===== src/rtl/pipe_pkg.sv =====
// Shared pipeline definitions: instruction field positions, control width
// default, register-zero constant and immediate extension helper.
package pipe_pkg;

    localparam int unsigned RS_HI  = 25;
    localparam int unsigned RS_LO  = 21;
    localparam int unsigned RT_HI  = 20;
    localparam int unsigned RT_LO  = 16;
    localparam int unsigned IMM_HI = 15;
    localparam int unsigned IMM_LO = 0;

    localparam int unsigned CTRL_W_DEFAULT = 12;

    typedef logic [4:0] reg_idx_t;

    localparam reg_idx_t REG_ZERO = 5'd0;

    // Sign- or zero-extend a 16-bit immediate to 32 bits.
    function automatic logic [31:0] ext_imm(input logic [15:0] imm, input logic sext);
        return {{16{imm[15] & sext}}, imm};
    endfunction

endpackage


===== src/rtl/id_ex_stage_if.sv =====
// ID/EX register bundle presented to the EX stage.
interface id_ex_stage_if #(
    parameter int unsigned CTRL_W = pipe_pkg::CTRL_W_DEFAULT
);
    logic              ex_valid;
    logic [31:0]       ex_pc;
    logic [31:0]       ex_rs_data;
    logic [31:0]       ex_rt_data;
    logic [31:0]       ex_imm;
    logic [4:0]        ex_rs;
    logic [4:0]        ex_rt;
    logic [4:0]        ex_rd;
    logic              ex_mem_read;
    logic [CTRL_W-1:0] ex_ctrl;

    modport master (
        output ex_valid, ex_pc, ex_rs_data, ex_rt_data, ex_imm,
               ex_rs, ex_rt, ex_rd, ex_mem_read, ex_ctrl
    );

    modport slave (
        input  ex_valid, ex_pc, ex_rs_data, ex_rt_data, ex_imm,
               ex_rs, ex_rt, ex_rd, ex_mem_read, ex_ctrl
    );
endinterface


===== src/rtl/id_ex_stage_hazard.sv =====
// Load-use hazard detection and stall generation (purely combinational).
module hazard_unit
    import pipe_pkg::*;
(
    input  logic     ex_valid_i,
    input  logic     ex_mem_read_i,
    input  reg_idx_t ex_rd_i,
    input  logic     if_id_valid_i,
    input  logic     id_uses_rs_i,
    input  logic     id_uses_rt_i,
    input  reg_idx_t id_rs_i,
    input  reg_idx_t id_rt_i,
    input  logic     ex_hold_i,
    input  logic     flush_i,
    output logic     hz_o,
    output logic     stall_o
);

    // A load in EX whose destination feeds the ID instruction forces one bubble.
    always_comb begin
        hz_o    = ex_valid_i && ex_mem_read_i && (ex_rd_i != REG_ZERO) && if_id_valid_i &&
                  ((id_uses_rs_i && (ex_rd_i == id_rs_i)) ||
                   (id_uses_rt_i && (ex_rd_i == id_rt_i)));
        stall_o = (hz_o || ex_hold_i) && !flush_i;
    end

endmodule


===== src/rtl/id_ex_stage.sv =====
// Operand collection with write-back bypass, load-use bubbling and the
// ID/EX pipeline register.
module id_ex_stage
    import pipe_pkg::*;
#(
    parameter int unsigned CTRL_W = CTRL_W_DEFAULT
) (
    input  logic              clk,
    input  logic              rst,
    input  logic              if_id_valid,
    input  logic [31:0]       if_id_pc,
    input  logic [31:0]       if_id_instr,
    input  logic [CTRL_W-1:0] id_ctrl,
    input  logic              id_mem_read,
    input  logic              id_uses_rs,
    input  logic              id_uses_rt,
    input  logic [4:0]        id_rd,
    input  logic              id_sign_ext,
    output logic [4:0]        rf_ra1,
    output logic [4:0]        rf_ra2,
    input  logic [31:0]       rf_rd1,
    input  logic [31:0]       rf_rd2,
    input  logic              wb_we,
    input  logic [4:0]        wb_rd,
    input  logic [31:0]       wb_data,
    input  logic              ex_hold,
    input  logic              flush,
    output logic              stall,
    id_ex_stage_if.master     ex
);

    reg_idx_t    rs;
    reg_idx_t    rt;
    logic [31:0] rs_val;
    logic [31:0] rt_val;
    logic        hz;

    logic              valid_q,    valid_d;
    logic [31:0]       pc_q,       pc_d;
    logic [31:0]       rs_data_q,  rs_data_d;
    logic [31:0]       rt_data_q,  rt_data_d;
    logic [31:0]       imm_q,      imm_d;
    reg_idx_t          rs_q,       rs_d;
    reg_idx_t          rt_q,       rt_d;
    reg_idx_t          rd_q,       rd_d;
    logic              mem_read_q, mem_read_d;
    logic [CTRL_W-1:0] ctrl_q,     ctrl_d;

    assign rs     = if_id_instr[RS_HI:RS_LO];
    assign rt     = if_id_instr[RT_HI:RT_LO];
    assign rf_ra1 = rs;
    assign rf_ra2 = rt;

    hazard_unit u_hazard (
        .ex_valid_i    (valid_q),
        .ex_mem_read_i (mem_read_q),
        .ex_rd_i       (rd_q),
        .if_id_valid_i (if_id_valid),
        .id_uses_rs_i  (id_uses_rs),
        .id_uses_rt_i  (id_uses_rt),
        .id_rs_i       (rs),
        .id_rt_i       (rt),
        .ex_hold_i     (ex_hold),
        .flush_i       (flush),
        .hz_o          (hz),
        .stall_o       (stall)
    );

    // Bypass the write-back result over stale register-file data (never r0).
    always_comb begin
        rs_val = (wb_we && (wb_rd != REG_ZERO) && (wb_rd == rs)) ? wb_data : rf_rd1;
        rt_val = (wb_we && (wb_rd != REG_ZERO) && (wb_rd == rt)) ? wb_data : rt_val_rf();
    end

    function automatic logic [31:0] rt_val_rf();
        return rf_rd2;
    endfunction

    // Next-state priority: flush, hold (with WB refresh), bubble, capture.
    always_comb begin
        valid_d    = valid_q;
        pc_d       = pc_q;
        rs_data_d  = rs_data_q;
        rt_data_d  = rt_data_q;
        imm_d      = imm_q;
        rs_d       = rs_q;
        rt_d       = rt_q;
        rd_d       = rd_q;
        mem_read_d = mem_read_q;
        ctrl_d     = ctrl_q;
        if (flush) begin
            valid_d    = 1'b0;
            pc_d       = '0;
            rs_data_d  = '0;
            rt_data_d  = '0;
            imm_d      = '0;
            rs_d       = '0;
            rt_d       = '0;
            rd_d       = '0;
            mem_read_d = 1'b0;
            ctrl_d     = '0;
        end else if (ex_hold) begin
            // A held instruction must still see results retiring under it.
            if (wb_we && (wb_rd != REG_ZERO) && (wb_rd == rs_q)) rs_data_d = wb_data;
            if (wb_we && (wb_rd != REG_ZERO) && (wb_rd == rt_q)) rt_data_d = wb_data;
        end else if (hz) begin
            valid_d    = 1'b0;
            mem_read_d = 1'b0;
            ctrl_d     = '0;
        end else begin
            valid_d    = if_id_valid;
            pc_d       = if_id_pc;
            rs_data_d  = rs_val;
            rt_data_d  = rt_val;
            imm_d      = ext_imm(if_id_instr[IMM_HI:IMM_LO], id_sign_ext);
            rs_d       = rs;
            rt_d       = rt;
            rd_d       = id_rd;
            mem_read_d = id_mem_read & if_id_valid;
            ctrl_d     = if_id_valid ? id_ctrl : '0;
        end
    end

    // ID/EX register with synchronous reset.
    always_ff @(posedge clk) begin
        if (rst) begin
            valid_q    <= 1'b0;
            pc_q       <= '0;
            rs_data_q  <= '0;
            rt_data_q  <= '0;
            imm_q      <= '0;
            rs_q       <= '0;
            rt_q       <= '0;
            rd_q       <= '0;
            mem_read_q <= 1'b0;
            ctrl_q     <= '0;
        end else begin
            valid_q    <= valid_d;
            pc_q       <= pc_d;
            rs_data_q  <= rs_data_d;
            rt_data_q  <= rt_data_d;
            imm_q      <= imm_d;
            rs_q       <= rs_d;
            rt_q       <= rt_d;
            rd_q       <= rd_d;
            mem_read_q <= mem_read_d;
            ctrl_q     <= ctrl_d;
        end
    end

    assign ex.ex_valid    = valid_q;
    assign ex.ex_pc       = pc_q;
    assign ex.ex_rs_data  = rs_data_q;
    assign ex.ex_rt_data  = rt_data_q;
    assign ex.ex_imm      = imm_q;
    assign ex.ex_rs       = rs_q;
    assign ex.ex_rt       = rt_q;
    assign ex.ex_rd       = rd_q;
    assign ex.ex_mem_read = mem_read_q;
    assign ex.ex_ctrl     = ctrl_q;

endmodule


===== src/flat_wrapper.sv =====
// flat-port wrapper written by rule: the top's interface ports become plain ports
module id_ex_stage_flat import pipe_pkg::*;
#(
    parameter int unsigned CTRL_W = CTRL_W_DEFAULT
)
  (clk, rst, if_id_valid, if_id_pc, if_id_instr, id_ctrl, id_mem_read, id_uses_rs, id_uses_rt, id_rd, id_sign_ext, rf_ra1, rf_ra2, rf_rd1, rf_rd2, wb_we, wb_rd, wb_data, ex_hold, flush, stall, ex_ex_valid, ex_ex_pc, ex_ex_rs_data, ex_ex_rt_data, ex_ex_imm, ex_ex_rs, ex_ex_rt, ex_ex_rd, ex_ex_mem_read, ex_ex_ctrl);
  id_ex_stage_if #(.CTRL_W(CTRL_W)) ex_i ();
  input  logic clk;
  input  logic rst;
  input  logic if_id_valid;
  input  logic [31:0] if_id_pc;
  input  logic [31:0] if_id_instr;
  input  logic [CTRL_W-1:0] id_ctrl;
  input  logic id_mem_read;
  input  logic id_uses_rs;
  input  logic id_uses_rt;
  input  logic [4:0] id_rd;
  input  logic id_sign_ext;
  output logic [4:0] rf_ra1;
  output logic [4:0] rf_ra2;
  input  logic [31:0] rf_rd1;
  input  logic [31:0] rf_rd2;
  input  logic wb_we;
  input  logic [4:0] wb_rd;
  input  logic [31:0] wb_data;
  input  logic ex_hold;
  input  logic flush;
  output logic stall;
  output wire logic [$bits(ex_i.ex_valid)-1:0] ex_ex_valid;
  output wire logic [$bits(ex_i.ex_pc)-1:0] ex_ex_pc;
  output wire logic [$bits(ex_i.ex_rs_data)-1:0] ex_ex_rs_data;
  output wire logic [$bits(ex_i.ex_rt_data)-1:0] ex_ex_rt_data;
  output wire logic [$bits(ex_i.ex_imm)-1:0] ex_ex_imm;
  output wire logic [$bits(ex_i.ex_rs)-1:0] ex_ex_rs;
  output wire logic [$bits(ex_i.ex_rt)-1:0] ex_ex_rt;
  output wire logic [$bits(ex_i.ex_rd)-1:0] ex_ex_rd;
  output wire logic [$bits(ex_i.ex_mem_read)-1:0] ex_ex_mem_read;
  output wire logic [$bits(ex_i.ex_ctrl)-1:0] ex_ex_ctrl;
  assign ex_ex_valid = ex_i.ex_valid;
  assign ex_ex_pc = ex_i.ex_pc;
  assign ex_ex_rs_data = ex_i.ex_rs_data;
  assign ex_ex_rt_data = ex_i.ex_rt_data;
  assign ex_ex_imm = ex_i.ex_imm;
  assign ex_ex_rs = ex_i.ex_rs;
  assign ex_ex_rt = ex_i.ex_rt;
  assign ex_ex_rd = ex_i.ex_rd;
  assign ex_ex_mem_read = ex_i.ex_mem_read;
  assign ex_ex_ctrl = ex_i.ex_ctrl;
  id_ex_stage #(.CTRL_W(CTRL_W)) u_core (.clk(clk), .rst(rst), .if_id_valid(if_id_valid), .if_id_pc(if_id_pc), .if_id_instr(if_id_instr), .id_ctrl(id_ctrl), .id_mem_read(id_mem_read), .id_uses_rs(id_uses_rs), .id_uses_rt(id_uses_rt), .id_rd(id_rd), .id_sign_ext(id_sign_ext), .rf_ra1(rf_ra1), .rf_ra2(rf_ra2), .rf_rd1(rf_rd1), .rf_rd2(rf_rd2), .wb_we(wb_we), .wb_rd(wb_rd), .wb_data(wb_data), .ex_hold(ex_hold), .flush(flush), .stall(stall), .ex(ex_i));
endmodule

===== config.mk =====
export PLATFORM = sky130hd
export DESIGN_NAME = id_ex_stage_flat
export DESIGN_NICKNAME = d
export VERILOG_FILES = /design/src/rtl/pipe_pkg.sv /design/src/rtl/id_ex_stage_if.sv /design/src/rtl/id_ex_stage_hazard.sv /design/src/rtl/id_ex_stage.sv /design/src/flat_wrapper.sv
export SDC_FILE = /design/constraint.sdc
export NUM_CORES = 1
export LEC_CHECK = 0
export CORE_ASPECT_RATIO = 0.9
export CORE_UTILIZATION = 36
export CTS_CLUSTER_SIZE = 10
export DETAILED_ROUTE_END_ITERATION = 12
export PLACE_DENSITY_LB_ADDON = 0.25
export SYNTH_ARGS = -nofsm -noshare
export SYNTH_HDL_FRONTEND = slang
export SYNTH_SLANG_ARGS = --single-unit

===== constraint.sdc =====
create_clock -name clk -period 2.1 [get_ports clk]
set_clock_uncertainty 0.2 [all_clocks]
set_input_delay 0.21 -clock clk [delete_from_list [all_inputs] [get_ports clk]]
set_output_delay 0.21 -clock clk [all_outputs]
set_load 0.005 [all_outputs]

**M1 wires**

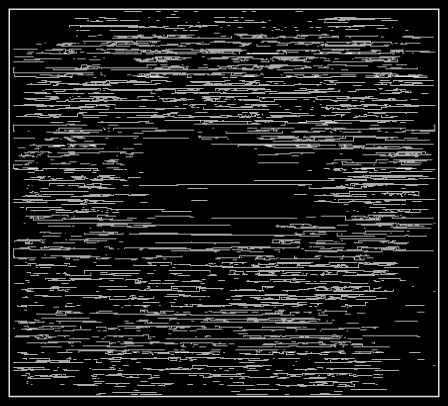
The wires run mostly horizontal. The layer holds 42% of the routed length.
final WL: 26.3 mm
via count: 6,925
GRT met1 Usage: 31.0%

**The metal 2 layer**

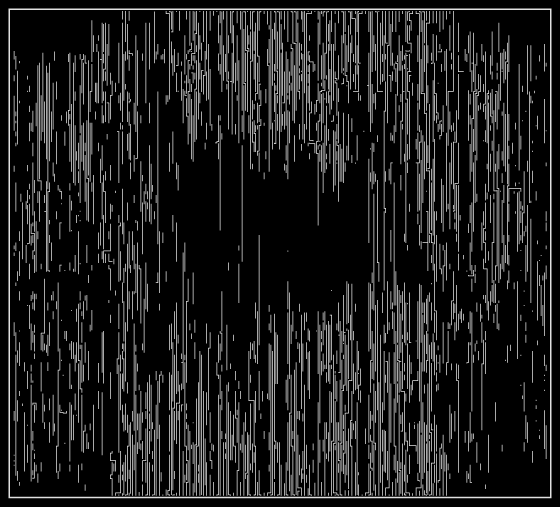
The wires run mostly vertical. The longest straight run is 41.5 µm. The layer carries 12,300 µm of wire.
met2 Usage GRT: 41.2%

==> GITHUB_STEP_SUMMARY <==
## Implementation flow summary

| Metric | Value |
|---|---|
| DRC Markers | 0 |
| Pre-CTS WS | -0.529 ns |
| WL met1 | roughly 11 mm |
| TritonCTS buffer count | 17 |
| Status | complete, but fails checks |
| R2R setup slack | -0.26 ns |
| Slew headroom | between 60% and 70% |
| Hpwl dp | around 17 mm |
| Die y size | around 130 µm |
| Avg Cell Area, Syn | ~9.4 µm² |
| I/O pin cnt | between 300 and 400 |
| Fillers | roughly 1,500 |
| Sequential share of power | about two fifths |
| Post-place instance area | roughly 11,000 µm² |
| Minimum clock period | roughly 2.4 ns |
| Critical Path Start | u_core.ex.ex_rd[1] |
| DR WL/cell | between 15 and 20 µm |
| Synth cell count leaders | dfxtp_1 (142), nand2_1 (136), mux2i_1 (128), o41ai_1 (64), a21oi_1 (50) |
| WP data required | roughly 2.2 ns |
| Failing checks | setup timing |
| CTS Hold Bufs | 0 |
| Fin. Hold Viols | 0 |
| Sequence of cells on the critical path | or4_4 -> o2111ai_4 -> buf_6 -> and2_4 -> buf_12 -> or3_4 -> clkbuf_16 -> a21oi_2 |
| Post-route design area | around 12,000 µm² |
| Final cell count without fillers | around 1,300 |
| Leak | 4.59 nW |
| Largest logic family | multiplexers |
| Area of the mapped netlist | ~6800 µm² |
| Main power group | clock |
| Cells after DPL | between 1,000 and 1,500 |
| Comb pwr | 1.58 mW |
| Setup Fix Bufs, Post-CTS | 9 |
| Slowest cell on crit path | or4_4 |
| Met2 wire len | 12.3 mm |
| Peak Freq | approximately 0.42 GHz |
| Critical Path Fanout Max | 8 |
| Most instantiated logic cells after routing | clkdlybuf4s50_1 (352), dfxtp_1 (137), nand2_1 (136), mux2i_1 (128), o41ai_1 (56) |
| Levels on crit path | 8 |
| Comb pwr share | roughly a fifth |
| Top cells, area | dfxtp_1 (42%), mux2i_1 (19%), o41ai_1 (8.2%) |
| Final setup TNS | -18.73 ns |
| First-pass iteration count of the detailed router | 4 |
| Delay of the slowest cell on the worst path | 0.55 ns |
| Area Growth Syn to Fin | 77.7% |
| Synth top cell by count | dfxtp_1 |
| Site row count | roughly 47 |
| Reg2reg start | u_core.ex.ex_rd[1] |
| Hold Path Sink | u_core.ex.ex_pc[28] |
| Post-synth regs | between 100 and 150 |
| H-tree levels | 4 |
| Worst vdd ir | between 0.5 and 0.6 mV |
| Post-route clock period utilization | 112% |
| Routability congestion estimate | just over 0.8 |
| Distinct lib cells used | 36 |
| Routed Antenna Nets | 0 |
| Final worst slack | -0.262 ns |
| Yosys aoi share | about 18% |
| Synth Instances | between 700 and 800 |
| Worst r2r dst | u_core.ex.ex_rs_data[4] |
| Hold Crit Class | input port to register |
| Main flop type after synthesis | dfxtp_1 |
| Hold_sp | if_id_pc[28] |
| Iteration-0 DRC count of the detailed router | between 300 and 400 |
| CTS tree | done |
| Yosys synthesis chip area | 6820 µm² |
| Syn nets | approximately 920 |
| Core area | 18,500 µm² |
| Maxcap violations | 0 |
| GRT overflow | 0 |
| Clock sink total | 142 |
| Mux area share | a little under a fifth |
| Net Switching | around 2.0 mW |
| Yosys warnings | 0 |
| Tool Warnings | 35 |
| WHS | 0.124 ns |
| Final setup fails | between 100 and 150 |
| Unrepaired setup endpoints after global routing | yes |
| Critical path buffer and inverter count | 3 |
| Largest net degree at the start of global routing | 56 |
| Simple Share, Synth | 10.2% |
==> registers in the layout, summed over array words and instances (netlist names) <==
register and count:
u_core.ex.ex_pc 32, u_core.ex.ex_ctrl 12, u_core.ex.ex_mem_read 1, u_core.ex.ex_rt_data 32, u_core.ex.ex_imm 17, u_core.ex.ex_rt 5
u_core.ex.ex_rs 5, u_core.ex.ex_valid 1, u_core.ex.ex_rd 5, u_core.ex.ex_rs_data 32
==> cell type report <==
cell class / instances / area (µm²) / share of cell area, %
tap: 245 / 307 / 2.53
sequential: 142 / 2850 / 23.5
clock inverter: 13 / 130 / 1.07
inverter: 1 / 3.75 / 0.0310
clock buffer: 19 / 453 / 3.74
multi-input combinational: 484 / 3710 / 30.6
timing repair buffer: 435 / 4670 / 38.5
No activity file was given, so power comes from the tool's default toggle rates.
